**Run 1: wiring by layer**

Scale: 2 px per µm. Two of the layers only.
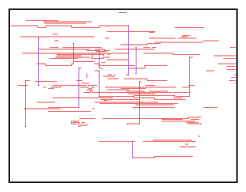
**Run 1: metal 4**

Scale: 3 px per µm.
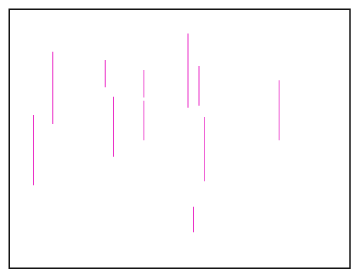
**Run 1: pin map**

Scale: 3 px per µm. Pins as bars across the die edge, other pins in gray.
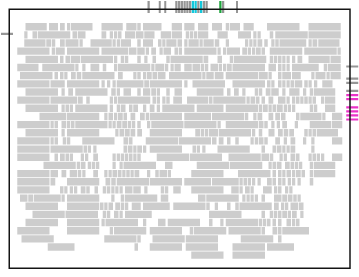
**Run 1: the clock network**

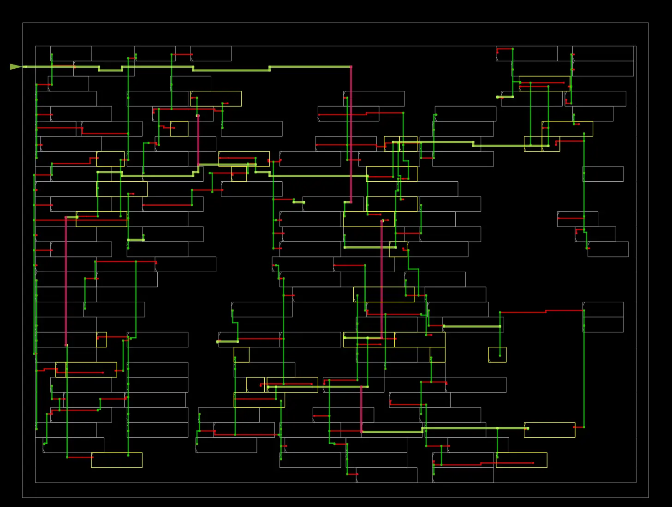
--- config.mk ---
export PLATFORM = sky130hd
export DESIGN_NAME = iir_delay_ram
export DESIGN_NICKNAME = d
export VERILOG_FILES = /design/src/rtl/iir_delay_ram.sv
export SDC_FILE = /design/constraint.sdc
export NUM_CORES = 1
export LEC_CHECK = 0
export ABC_AREA = 1
export CORE_ASPECT_RATIO = 0.75
export CORE_MARGIN = 2
export CORE_UTILIZATION = 60
export CTS_CLUSTER_SIZE = 28
export DETAILED_ROUTE_END_ITERATION = 16
export PLACE_DENSITY = 0.8
export SYNTH_ARGS = -nofsm -noshare
export SYNTH_HDL_FRONTEND = slang
export SYNTH_SLANG_ARGS = --single-unit
--- constraint.sdc ---
create_clock -name CLK -period 3.51 [get_ports CLK]
set_clock_uncertainty 0.2 [all_clocks]
set_input_delay 0.5265 -clock CLK [delete_from_list [all_inputs] [get_ports CLK]]
set_output_delay 0.5265 -clock CLK [all_outputs]
set_load 0.005 [all_outputs]
--- src/rtl/iir_delay_ram.sv ---
`default_nettype none
// ============================================================================
//  Module   : iir_delay_ram
//  Brief    : Multi-channel circular delay-line RAM for IIR filter state.
//             Each channel owns DEPTH words addressed relative to a
//             per-channel head pointer. A clear FSM zeroes the whole array
//             one word per cycle after reset or on request.
//  Options  : IIR_DELAY_RAM_WR_FWD_EN - when defined, a read and a write to
//             the same physical word in one cycle return the new write data.
//             When undefined, the read returns the previously stored word.
//  Revision : 1.0 - initial release
// ============================================================================
module iir_delay_ram #(
    parameter int ADDR_WIDTH = 3,
    parameter int DATA_WIDTH = 6,
    parameter int CHANNELS   = 2,
    // Derived widths; not intended to be overridden.
    parameter int CW         = (CHANNELS > 1) ? $clog2(CHANNELS) : 1
) (
    input  logic                  CLK,
    input  logic                  RST,
    input  logic                  clr,
    output logic                  busy,
    input  logic                  we,
    input  logic [CW-1:0]         wch,
    input  logic [ADDR_WIDTH-1:0] woff,
    input  logic [DATA_WIDTH-1:0] din,
    input  logic                  re,
    input  logic [CW-1:0]         rch,
    input  logic [ADDR_WIDTH-1:0] roff,
    output logic [DATA_WIDTH-1:0] dout,
    output logic                  dout_valid,
    input  logic                  adv,
    input  logic [CW-1:0]         ach
);

    localparam int DEPTH  = 2 ** ADDR_WIDTH;
    localparam int TOTAL  = CHANNELS * DEPTH;
    localparam int AW_TOT = CW + ADDR_WIDTH;

    localparam logic [CW:0]       c_NCH  = (CW + 1)'(CHANNELS);
    localparam logic [AW_TOT-1:0] c_LAST = AW_TOT'(TOTAL - 1);

    typedef enum logic [0:0] {
        S_IDLE  = 1'b0,
        S_CLEAR = 1'b1
    } state_t;

    state_t                  r_state;
    logic [AW_TOT-1:0]       r_cnt;
    logic                    r_busy;
    logic [DATA_WIDTH-1:0]   r_dout;
    logic                    r_dout_valid;
    logic [ADDR_WIDTH-1:0]   r_head [CHANNELS];
    logic [DATA_WIDTH-1:0]   r_mem  [TOTAL];

    logic                    w_wch_ok;
    logic                    w_rch_ok;
    logic                    w_ach_ok;
    logic [ADDR_WIDTH-1:0]   w_whead;
    logic [ADDR_WIDTH-1:0]   w_rhead;
    logic [AW_TOT-1:0]       w_waddr;
    logic [AW_TOT-1:0]       w_raddr;
    logic                    w_wr_en;
    logic                    w_idle;
    logic [DATA_WIDTH-1:0]   w_rd_data;

    // Channel range checks; out-of-range channels never touch state.
    assign w_wch_ok = ({1'b0, wch} < c_NCH);
    assign w_rch_ok = ({1'b0, rch} < c_NCH);
    assign w_ach_ok = ({1'b0, ach} < c_NCH);

    // Heads are sampled before any advance in this cycle takes effect.
    assign w_whead = w_wch_ok ? r_head[wch] : '0;
    assign w_rhead = w_rch_ok ? r_head[rch] : '0;

    // Channel base is ch*DEPTH, so the channel forms the upper address bits;
    // the offset sum wraps naturally at DEPTH in ADDR_WIDTH bits.
    assign w_waddr = {wch, ADDR_WIDTH'(w_whead + woff)};
    assign w_raddr = {rch, ADDR_WIDTH'(w_rhead + roff)};

    assign w_idle  = (r_state == S_IDLE);
    assign w_wr_en = w_idle && we && w_wch_ok;

    // Read data source, with optional read-during-write forwarding.
    always_comb begin
        w_rd_data = '0;
        if (w_rch_ok) begin
`ifdef IIR_DELAY_RAM_WR_FWD_EN
            if (w_wr_en && (w_waddr == w_raddr)) begin
                w_rd_data = din;
            end else begin
                w_rd_data = r_mem[w_raddr];
            end
`else
            w_rd_data = r_mem[w_raddr];
`endif
        end
    end

    // Storage array: clear sweep has priority over user writes.
    always_ff @(posedge CLK) begin
        if (!RST) begin
            if (r_state == S_CLEAR) begin
                r_mem[r_cnt] <= '0;
            end else if (w_wr_en) begin
                r_mem[w_waddr] <= din;
            end
        end
    end

    // Control FSM, head pointers and registered read port.
    always_ff @(posedge CLK) begin
        if (RST) begin
            r_state      <= S_CLEAR;
            r_cnt        <= '0;
            r_busy       <= 1'b1;
            r_dout       <= '0;
            r_dout_valid <= 1'b0;
            for (int i = 0; i < CHANNELS; i++) begin
                r_head[i] <= '0;
            end
        end else begin
            case (r_state)
                S_IDLE: begin
                    r_dout_valid <= re;
                    if (re) begin
                        r_dout <= w_rd_data;
                    end
                    if (adv && w_ach_ok) begin
                        r_head[ach] <= r_head[ach] + 1'b1;
                    end
                    if (clr) begin
                        r_state <= S_CLEAR;
                        r_cnt   <= '0;
                        r_busy  <= 1'b1;
                        for (int i = 0; i < CHANNELS; i++) begin
                            r_head[i] <= '0;
                        end
                    end
                end
                S_CLEAR: begin
                    r_dout_valid <= 1'b0;
                    for (int i = 0; i < CHANNELS; i++) begin
                        r_head[i] <= '0;
                    end
                    if (r_cnt == c_LAST) begin
                        r_state <= S_IDLE;
                        r_busy  <= 1'b0;
                        r_cnt   <= '0;
                    end else begin
                        r_cnt <= r_cnt + 1'b1;
                    end
                end
                default: begin
                    r_state <= S_CLEAR;
                    r_cnt   <= '0;
                    r_busy  <= 1'b1;
                end
            endcase
        end
    end

    assign busy       = r_busy;
    assign dout       = r_dout;
    assign dout_valid = r_dout_valid;

endmodule
`default_nettype wire

==> impl_metrics.env, run 1 <==
# implementation run metrics
export IMPL_hold_class="reg2reg"
export IMPL_outcome="complete, no violations"
export IMPL_power_density_nw_per_um2=524
export IMPL_synth_cell_type_count=26
export IMPL_synthDominantAreaCellType="edfxtp_1"
export IMPL_antenna_found_initial=0
export IMPL_worstPathMaxFanout=7
export IMPL_fin_nets=658
export IMPL_cts_tree="yes"
export IMPL_swShare=0.234
export IMPL_finalCriticalPeriod_ns=3.20
export IMPL_grt_pass1_wl_um=20100
export IMPL_ios=29
export IMPL_ys_top_cells_by_area="edfxtp_1 57%, nand2_1 13%, nand3_1 7.6%"
export IMPL_synth_flops=115
export IMPL_warnings=26
export IMPL_switchingPower_mw=0.789
export IMPL_clockBufferDepth=2
export IMPL_finalHoldViolCount=0
export IMPL_synth_nets=605
export IMPL_top_cell_area_share=0.572
export IMPL_clk_pin_slew_ns=0.05
export IMPL_final_fill_count=558
export IMPL_wire_per_inst_um=17.3
export IMPL_grt_setup_unrepaired="no"
export IMPL_core_area_um2=8560
export IMPL_finalCritPeriodShare=0.912
export IMPL_drc_errors=0
export IMPL_syn_area_um2=5350
export IMPL_hpwl_um=8520
export IMPL_antenna_cells=0
export IMPL_vdd_ir_drop_worst_mv=0.442
export IMPL_worst_pin_slew_ns=0.701
export IMPL_port_buffers=28
export IMPL_ant_nets=0
export IMPL_crit_path_end_kind="register"
export IMPL_layout_top_cells="179 x nand2_1, 102 x edfxtp_1, 100 x inv_1, 81 x nand3_1, 48 x nor2_1"
export IMPL_synthToLayoutAreaGrowth_pct=19.9
export IMPL_p_comb_frac=0.072
export IMPL_tns_ns=0
export IMPL_yosysCellCount=578
Back to the opening pictures, 'wiring by layer':
legend:
  metal 4:
    color: purple
    wire_length: 184 µm
  metal 3:
    color: red
    wire_length: 1,480 µm

Back to the opening pictures, 'metal 4':
longest straight run: 24.5 µm
nets with wire on the layer: 8

Back to the opening pictures, 'pin map':
legend:
  `dout`:
    color: magenta
    pins: 6
    direction: output
    edge: right
  `wch`:
    color: green
    pins: 1
    direction: input
    edge: top
  `woff`:
    color: cyan
    pins: 3
    direction: input
    edge: top
all pins by edge: 18 top, 10 right, 1 left

Back to the opening pictures, 'the clock network':
TritonCTS Sinks: 115
clk latency late pin: 0.41 ns
flip-flops: 115

==> run 1: registers in the layout, summed over array words and instances (netlist names) <==
| register | cells |
|---|---|
| dout | 6 |
| r_head | 6 |
| r_mem | 96 |
| busy | 1 |
| r_cnt | 4 |
| r_state | 1 |
| dout_valid | 1 |
==> run 1: synth_stat cells <==
cell and count:
fa_1 2, nor2_1 48, buf_4 4, a22oi_1 1, nand3b_1 1, o32ai_1 1
nand2_1 179, clkbuf_1 5, o21ai_2 1, inv_2 2, nand2_2 2, buf_2 9
nand3_4 1, buf_6 2, xnor2_1 2, or2_2 1, dfxtp_1 13, o21ai_0 13
ha_1 4, a21oi_1 1, inv_1 100, nand3_1 81, edfxtp_1 102, nand3_2 1
a311oi_1 1, xor2_1 1
==> run 1: power groups by stage <==
| stage | logic [mW] | clock network, mW | registers, mW |
|---|---|---|---|
| after floorplan | 0.151 | 0 | 1.52 |
| after global placement | 0.225 | 0 | 1.53 |
| after detailed placement | 0.233 | 0 | 1.53 |
| after CTS | 0.236 | 1.64 | 1.50 |
| after global routing | 0.265 | 1.70 | 1.50 |
| final | 0.241 | 1.62 | 1.50 |
==> run 1: worst max-delay path, stage by stage <==
cell and delay (ns):
clkdlybuf4s50_1 0.57, nand2_1 0.09, o21ai_0 0.09, ha_1 0.18
inv_1 0.06, fa_1 0.37, xnor2_1 0.19, or2_2 0.14
nand3b_1 0.12, nand2_1 0.11, nand2_1 0.15, nor2_1 0.45
==> run 1: worst paths after layout <==
kind | from | end | slack, ns | depth (start not counted)
max | wch | r_mem[12][2]$_DFFE_PP_ | 0.31 | 12
min | busy$_SDFFE_PP1P_ | busy$_SDFFE_PP1P_ | 0.31 | 2
max reg2reg | r_head[1][0]$_SDFFCE_PN0P_ | r_mem[12][2]$_DFFE_PP_ | 0.61 | 11
min reg2reg | busy$_SDFFE_PP1P_ | busy$_SDFFE_PP1P_ | 0.31 | 2
==> run 1: layer usage <==
metal,share of wire,GRT usage
met1,0.41,0.383
met3,0.11,0.0926
met5,0,0
met4,0.014,0.0987
met2,0.46,0.435
==> run 1: cells by family (layout without fill, tap and decap cells) <==
kind of cell,after synthesis,count (layout),synth area share
compound gates,18,18,0.0194
xor+xnor,3,3,0.00491
fa+ha+maj,6,6,0.0168
buf+inv,122,188,0.0932
flops,115,115,0.621
simple gates,314,314,0.245
==> run 1: area by class of cell <==
cell class                      instances  area [µm²]  share of cell area
Sequential cell                       115        3320               0.518
Multi-Input combinational cell        341        1530               0.239
Timing Repair Buffer                   54         475              0.0741
Clock buffer                           18         439              0.0684
Inverter                              102         383              0.0596
Tap cell                              108         135              0.0211
Clock inverter                         14         131              0.0205
==> run 1: metrics by stage <==
step	setup WS [ns]	std cells	cell area (µm²)	utilization	hold slack [ns]
finish	0.310	752	6420	0.750	0.314
global route	0.121	752	6420	0.750	0.334
CTS	0.344	752	6420	0.750	0.311
detailed placement	-0.0523	720	5850	0.683	0.307
global placement	0.0914	720	5850	0.683	0.302
floorplan	0.769	578	5350	-	0.280
## Run 2: what changed since run 1
- GPL_TIMING_DRIVEN: default -> 0
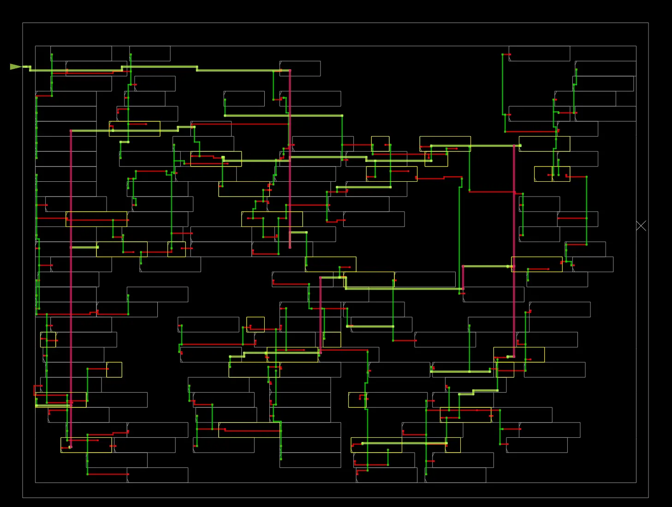
**Above:** run 2 (the clock network).
clk latency late pin: 0.42 ns
CLK BUF: 17
CTS Buf Count: 17
clk pwr: 1.80 mW

==> impl_metrics.env, run 2 <==
# implementation run metrics
export IMPL_p_comb_frac=0.069
export IMPL_outcome="complete, but fails checks"
export IMPL_clk_pin_slew_ns=0.06
export IMPL_crit_path_end_kind="register"
export IMPL_clockBufferDepth=2
export IMPL_cts_num_sinks=115
export IMPL_violations="DRC"
export IMPL_cp_depth=10
export IMPL_top_cell_area_share=0.572
export IMPL_reg2reg_slack_ns=0.44
export IMPL_critical_path_buf_inv_count=2
export IMPL_critPathSlowestCell="clkdlybuf4s50_1"
export IMPL_largest_reg_flops=96
export IMPL_synth_nets=605
export IMPL_antenna_cells=0
export IMPL_yosysCellCount=578
export IMPL_synthDominantAreaCellType="edfxtp_1"
export IMPL_ff_type="edfxtp_1"
export IMPL_critPathTopFamily="simple AND/OR/NAND/NOR gates"
export IMPL_hold_class="reg2reg"
export IMPL_hold_end="busy$_SDFFE_PP1P_"
export IMPL_power_density_nw_per_um2=553
export IMPL_worst_pin_slew_ns=1.32
export IMPL_drc_errors=1
export IMPL_sequentialPowerShare=0.423
export IMPL_placed_area_um2=5770
export IMPL_syn_area_um2=5350
export IMPL_rr_worst_depth=10
export IMPL_ant_nets=0
export IMPL_finalHoldViolCount=0
export IMPL_crit_path_cell_trace="clkdlybuf4s50_1 -> o21ai_0 -> ha_1 -> inv_1 -> fa_1 -> xnor2_1 -> or2_2 -> nand3b_1 -> nand3_1 -> nor2_1"
export IMPL_ios=29
export IMPL_synth_edff_count=102
export IMPL_worstHoldPathCells=2
export IMPL_synth_async_sr_flop_share=0
export IMPL_reg2reg_from="r_head[0][0]$_SDFFCE_PN0P_"
export IMPL_tns_ns=0
export IMPL_synth_cell_type_count=26
export IMPL_core_area_um2=8560
export IMPL_finalCriticalPeriod_ns=3.40
export IMPL_grt_pass1_wl_um=19100
export IMPL_regToRegEndpoint="r_mem[1][4]$_DFFE_PP_"
export IMPL_crit_start="wch"
export IMPL_ys_top_cells_by_area="edfxtp_1 57%, nand2_1 13%, nand3_1 7.6%"
export IMPL_switchingPower_mw=0.830
export IMPL_finalCritPeriodShare=0.969
export IMPL_fin_nets=651
export IMPL_min_delay_start="busy$_SDFFE_PP1P_"
export IMPL_grt_max_degree=17
export IMPL_cts_tree="yes"
export IMPL_cp_slowest_stage_delay_ns=0.54
export IMPL_port_buffers=28
export IMPL_warnings=27
export IMPL_regMostFlops="r_mem"
export IMPL_top_cell="nand2_1"
export IMPL_antenna_found_initial=0
export IMPL_yosys_top_cells_count="179 x nand2_1, 102 x edfxtp_1, 100 x inv_1"
export IMPL_fin_area_um2=6390
export IMPL_swShare=0.235
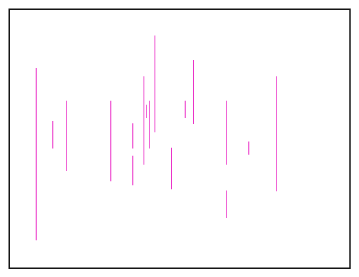
**Above:** run 2 (metal 4).
Scale: 3 px per µm.
wire length on this layer: 326 µm
longest straight run: 57.1 µm
nets with wire on the layer: 14
main direction: vertical
Routed WL: 12,300 µm
vias after detailed routing: 4,077

## run 2: power groups by stage
| stage | Combinational [mW] | Clock (mW) | Sequential, mW |
|---|---|---|---|
| after CTS | 0.238 | 1.80 | 1.50 |
| final | 0.244 | 1.80 | 1.50 |
| after detailed placement | 0.234 | 0 | 1.53 |
| after floorplan | 0.151 | 0 | 1.52 |
| after global placement | 0.228 | 0 | 1.52 |
| after global routing | 0.268 | 1.86 | 1.50 |
## run 2: final cells by class
cell class	count	area (µm²)
Sequential cell	115	3320
Fill cell	552	2170
Multi-Input combinational cell	341	1530
Clock buffer	17	425
Inverter	102	383
Timing Repair Buffer	28	283
Clock inverter	15	194
Tap cell	108	135
Buffer	19	115
## run 2: how the worst max path moves through the flow
stage	end
6_report	r_mem[1][4]$_DFFE_PP_
4_1_cts	dout[4]$_SDFFE_PP0P_
2_1_floorplan	dout[1]$_SDFFE_PP0P_
5_1_grt	r_mem[1][4]$_DFFE_PP_
3_5_place_dp	dout[5]$_SDFFE_PP0P_
3_3_place_gp	dout[5]$_SDFFE_PP0P_
## run 2: layer usage
layer | track usage | wire, µm | share of wire
met5 | 0 | 0 | 0
met4 | 0.120 | 326 | 0.027
met3 | 0.0678 | 1200 | 0.097
met2 | 0.400 | 5530 | 0.45
met1 | 0.384 | 5250 | 0.43
## run 2: cells by family (layout without fill, tap and decap cells)
group / count (synthesis) / in the layout / synth area share
flip-flops: 115 / 115 / 0.621
buffers and inverters: 122 / 181 / 0.0932
XOR/XNOR: 3 / 3 / 0.00491
AND-OR/OR-AND: 18 / 18 / 0.0194
AND/OR/NAND/NOR: 314 / 314 / 0.245
adder cells (fa/ha/maj): 6 / 6 / 0.0168
## run 2: tightest hold or removal path: cells and delay by family (launching register included)
family	cells	cell delay, ns
AND-OR/OR-AND	1	0.06
AND/OR/NAND/NOR	1	0.10
flip-flops	1	0.31
## run 2: timing repair
action	in CTS	in global routing
setup buffers	0	0
endpoints found under the setup margin	2	54
resized	1	4
## run 2: through the flow
step / std cells / setup slack, ns / util / hold slack [ns]
2_1_floorplan: 578 / 0.769 / - / 0.280
3_3_place_gp: 714 / -0.318 / 0.674 / 0.308
3_5_place_dp: 714 / -0.399 / 0.674 / 0.308
4_1_cts: 746 / 0.0841 / 0.746 / 0.316
5_1_grt: 745 / -0.0638 / 0.746 / 0.354
6_report: 745 / 0.110 / 0.746 / 0.317
Power is estimated from default activity; no workload was simulated.
